===== src/rtl/reflet_uart_tx_arbiter.sv =====
// reflet_uart_tx_arbiter: round-robin sharing of one UART tx core between NB_REQ byte sources.
// Optional packet lock, enabled by defining REFLET_UART_ARB_PACKET_LOCK_EN.
//
// state     | meaning
// IDLE      | arbitrate among valid requesters once the tx core is free
// START     | one-cycle uart_start and req_ready pulse for the latched byte
// WAIT_BUSY | wait for the core to raise uart_busy, bounded by BUSY_TIMEOUT
// WAIT_DONE | wait for the core to finish shifting the frame
module reflet_uart_tx_arbiter #(
  parameter int NB_REQ       = 2,
  parameter int BUSY_TIMEOUT = 8
) (
  input  logic                  clk,
  input  logic                  reset,
  input  logic [NB_REQ-1:0]     req_valid,
  input  logic [8*NB_REQ-1:0]   req_data,
  input  logic [NB_REQ-1:0]     req_last,
  output logic [NB_REQ-1:0]     req_ready,
  output logic [7:0]            uart_data,
  output logic                  uart_start,
  input  logic                  uart_busy,
  output logic [1:0]            grant_id,
  output logic                  timeout_err
);

  typedef enum logic [1:0] {IDLE, START, WAIT_BUSY, WAIT_DONE} state_t;

  state_t              state_q, state_d;
  logic [7:0]          timer_q;
  logic                found, take, to_fire, lock_active;
  logic [1:0]          winner;
  logic [7:0]          win_data;
  logic [NB_REQ-1:0]   win_onehot;

  // Two passes give the rotating priority: indices above grant_id first, then the wrap.
  always_comb begin
    found  = 1'b0;
    winner = grant_id;
    if (lock_active) begin
      for (int i = 0; i < NB_REQ; i++)
        if (2'(i) == grant_id && req_valid[i]) found = 1'b1;
    end else begin
      for (int i = 0; i < NB_REQ; i++)
        if (!found && req_valid[i] && 2'(i) > grant_id) begin
          found  = 1'b1;
          winner = 2'(i);
        end
      for (int i = 0; i < NB_REQ; i++)
        if (!found && req_valid[i] && 2'(i) <= grant_id) begin
          found  = 1'b1;
          winner = 2'(i);
        end
    end
  end

  always_comb begin
    win_data   = 8'h00;
    win_onehot = '0;
    for (int i = 0; i < NB_REQ; i++)
      if (2'(i) == winner) begin
        win_data      = req_data[8*i +: 8];
        win_onehot[i] = 1'b1;
      end
  end

  always_comb begin
    state_d = state_q;
    take    = 1'b0;
    to_fire = 1'b0;
    case (state_q)
      IDLE:
        if (found && !uart_busy) begin
          take    = 1'b1;
          state_d = START;
        end
      START:     state_d = WAIT_BUSY;
      WAIT_BUSY:
        if (uart_busy) state_d = WAIT_DONE;
        else if (timer_q == 8'(BUSY_TIMEOUT - 1)) begin
          to_fire = 1'b1;
          state_d = IDLE;
        end
      WAIT_DONE:
        if (!uart_busy) state_d = IDLE;
      default:   state_d = IDLE;
    endcase
  end

  always_ff @(posedge clk or posedge reset) begin
    if (reset) begin
      state_q     <= IDLE;
      req_ready   <= '0;
      uart_start  <= 1'b0;
      uart_data   <= 8'h00;
      grant_id    <= 2'(NB_REQ - 1);
      timeout_err <= 1'b0;
      timer_q     <= 8'h00;
    end else begin
      state_q    <= state_d;
      req_ready  <= '0;
      uart_start <= 1'b0;
      if (take) begin
        uart_data  <= win_data;
        grant_id   <= winner;
        uart_start <= 1'b1;
        req_ready  <= win_onehot;
      end
      timer_q <= (state_q == WAIT_BUSY) ? timer_q + 8'd1 : 8'h00;
      if (to_fire) timeout_err <= 1'b1;
    end
  end

`ifdef REFLET_UART_ARB_PACKET_LOCK_EN
  logic locked_q, win_last;

  always_comb begin
    win_last = 1'b1;
    for (int i = 0; i < NB_REQ; i++)
      if (2'(i) == winner) win_last = req_last[i];
  end

  // Lock follows the last accepted byte; a lost busy handshake abandons the packet.
  always_ff @(posedge clk or posedge reset) begin
    if (reset)        locked_q <= 1'b0;
    else if (take)    locked_q <= !win_last;
    else if (to_fire) locked_q <= 1'b0;
  end

  assign lock_active = locked_q;
`else
  logic unused_last;
  assign unused_last = ^req_last;
  assign lock_active = 1'b0;
`endif

endmodule


===== config.mk =====
export PLATFORM = sky130hd
export DESIGN_NAME = reflet_uart_tx_arbiter
export DESIGN_NICKNAME = d
export VERILOG_FILES = /design/src/rtl/reflet_uart_tx_arbiter.sv
export SDC_FILE = /design/constraint.sdc
export NUM_CORES = 1
export LEC_CHECK = 0
export ABC_AREA = 1
export CAP_MARGIN = 40
export CORE_UTILIZATION = 48
export CTS_BUF_LIST = sky130_fd_sc_hd__clkbuf_16
export CTS_CLUSTER_DIAMETER = 80
export DETAILED_ROUTE_END_ITERATION = 10
export PLACE_DENSITY = 0.83
export SLEW_MARGIN = 20
export SYNTH_ARGS = -nofsm -noshare
export SYNTH_HDL_FRONTEND = slang
export SYNTH_SLANG_ARGS = --single-unit

===== constraint.sdc =====
create_clock -name clk -period 3.35 [get_ports clk]
set_input_delay 0.67 -clock clk [delete_from_list [all_inputs] [get_ports clk]]
set_output_delay 0.67 -clock clk [all_outputs]
set_load 0.02 [all_outputs]

util_map.png
The die is cut into 10 by 10 equal tiles; black is low, pale yellow is high, 0 to 100% covered.
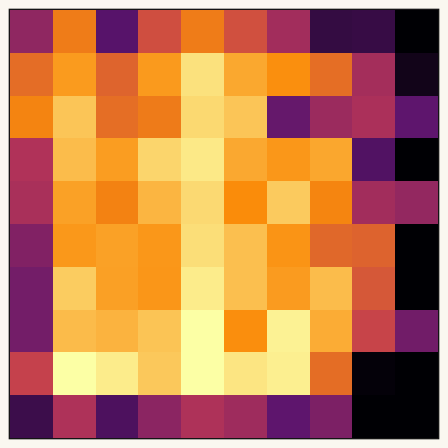
mean over tiles: 60%
fullest tile: 100%
tiles over 75% full: 45%
emptiest ninth of the die: upper right
nearly empty tiles: 8.0%

==> reports/results.ini <==
[worst_setup_path]
critical_path.max_stage_delay_ps=610
critPathArrivalTime_ps=1410
cp.required_ps=2680
cp_max_fo=4
worst-path-buf-inv=1
rr_worst_depth=5
rr_endpoint=uart_data[5]$_DFFE_PP0P_
cp-endpoint=grant_id[0]
cp_cell_sequence=clkdlybuf4s50_1
r2r_slack_ps=1870
critPathTopFamily=buffers and inverters
critPathKind=flop to output port
regToRegStartpoint=grant_id[0]$_DFFE_PP1P_
cp_slowest_cell=clkdlybuf4s50_1
endpoint_kind=output port
cp.depth=1
crit_start=grant_id[0]$_DFFE_PP1P_
setup.worst_path.start_class=flop

[detailed_routing]
vias_per_cell=5.18
wl_per_cell_um=11.9
dr.pass1.iters=4
drt_iter0_markers=19
vias=1020
drc=0
wirelength_um=2350
drtAntennaViolNets=0

[cts]
cts_max_level=1
root_buffer=clkbuf_16
cts_buffer_depth=2
clkSlewWorstSetupHoldPaths_ps=60
cts_tree=done
cts_setup_buffers=0
insertion_delay_ps=250
cts_resized=0
ctsHoldBuffers=0
cts_sinks=24
cts_made_buffers=3

[run_status]
status=finished, final reports clean

[logic_synthesis]
syn_area_mm2=0.00113
netlist.area_leader.share_pct=51.1
syn_inst=133
top_area_cell=dfrtp_1
synth.distinct_cells=24
yosys-stat-area_mm2=0.00113
synth_seq_share_pct=53.4
yosys_cells=133
syn_area_per_cell_um2=8.48
ys_warn_count=0
syn_nets=157
numSynthFlops=24
topCellsByArea=dfrtp_1 (51%), nand3_1 (13%), nand2_1 (8.0%), nor2_1 (6.3%), dfstp_2 (2.3%)

[global_routing]
grt_max_degree=18
grt_pass1_wl_um=4150
overflow=0
grt.total_usage_pct=21.8
grt_antenna_before_repair=0
grt_pass1_vias=1055

[sta]
finalClockPeriodUsage_pct=62.1
rsz0062_at_grt=false
worstMarginPinSlew_ps=498
slew_violations=0
tns_ps=0
max_freq_ghz=0.481
setup-violations-final=0
finClkSkew_ps=3.34
fin_crit_ps=2080
hold_viol_final=0
slew_headroom_pct=66.7

[die]
die_h_um=50.5
initCoreUtil_pct=51.0
die-area_mm2=0.00255
row_count=17
ios=37
core_region_area_mm2=0.00221
die_x_um=50.5

[final_layout]
nets=194
areaGrowthSynthToFinish_pct=39.3
drive_gt1_share_pct=8.88
mostFrequentLayoutCell=clkdlybuf4s50_1
most-common-layout-cells=clkdlybuf4s50_1 (34), nand3_1 (29), nand2_1 (24)
layout.cells.non_filler=197
antenna_cells=0

[min_path]
hp-class=flop to flop

[place]
gp_congestion=0.816
io_buffers=34
hpwl_um=1770
dp.cells=193

[job]
maxCapViolCount=0
warning_count=28

[power_and_ir_drop]
powerDensity_mw_per_mm2=735
leakagePower_nw=0.732
ir_worst_vdd_uv=457

placed.png
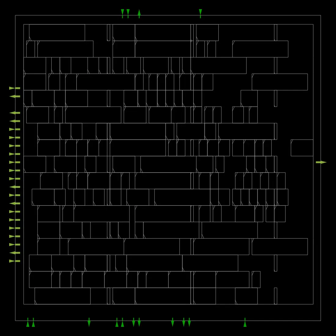
final core occ: 71.0%
fillcell total: 179
fraction of area in registers: 38.3%
flop count: 24
TAP cells: 28

==> sequential cells by signal, summed over array words and instances, names as in the netlist <==
signal and flops:
timer_q 8, uart_data 8, grant_id 2, req_ready 2, state_q 2, timeout_err 1, uart_start 1
==> worst min-delay path by stage <==
stage | from | to | slack [ps] | cells after the start
after global placement | timeout_err$_DFFE_PP0P_ | timeout_err$_DFFE_PP0P_ | 440 | 1
after global routing | timeout_err$_DFFE_PP0P_ | timeout_err$_DFFE_PP0P_ | 490 | 1
final | timeout_err$_DFFE_PP0P_ | timeout_err$_DFFE_PP0P_ | 470 | 1
after detailed placement | timer_q[0]$_DFF_PP0_ | timer_q[0]$_DFF_PP0_ | 460 | 1
after CTS | timeout_err$_DFFE_PP0P_ | timeout_err$_DFFE_PP0P_ | 490 | 1
after floorplan | timer_q[0]$_DFF_PP0_ | timer_q[0]$_DFF_PP0_ | 430 | 1
==> power breakdown <==
group	total [W]	switching [W]	internal, W
combinational	0.000470	0.000271	0.000199
clock	0.000254	0.0000944	0.000159
sequential	0.000431	0.0000571	0.000374
==> logic make-up after synthesis <==
logic type | Yosys count | synth area share (%)
AND-OR/OR-AND | 12 | 5.77
AND/OR/NAND/NOR | 80 | 32.5
flip-flops | 24 | 53.4
XOR/XNOR | 1 | 0.777
adder cells (fa/ha/maj) | 1 | 1.11
buffers and inverters | 15 | 6.44
==> metal layers <==
layer  vias up  track usage (%)  routed length [um]  part of all wire [%]
met1       481             24.3                 973                    41
met3         4             5.76                 148                   6.3
li1        505                -                   -                     -
met2        30             38.2                1200                    51
met5         -                0                   0                     0
met4         0             10.2                  27                   1.2
==> per-stage QoR <==
stage | hold slack [ps] | cell area [um2] | worst slack (ps) | total power [W] | util, %
after detailed placement | 456 | 1490 | 1160 | 0.000902 | 67.4
after global routing | 488 | 1570 | 1230 | 0.00123 | 71.0
final | 468 | 1570 | 1270 | 0.00115 | 71.0
after CTS | 487 | 1570 | 1270 | 0.00116 | 71.0
after floorplan | 433 | 1130 | 2000 | 0.000721 | -
after global placement | 442 | 1480 | 1160 | 0.000884 | 66.7
==> synth_stat cells, drive strengths merged <==
library cell and n:
a21o 1, or2 1, inv 11, o21ai 6, dfstp 1, clkbuf 1, nand3 31, a21oi 4
o21bai 1, nor2 21, clkinv 1, dfrtp 23, ha 1, xor2 1, nor3 2, buf 2
nand2 25
==> layout make-up <==
type,count,area [um2]
fill,179,642
inverter,12,46.3
multi-input combinational,94,453
timing repair buffer,35,355
clock inverter,1,3.75
tap,28,35.0
clock buffer,3,75.1
sequential,24,602
Power figures rest on the tool's default switching activity, not on a simulated workload.
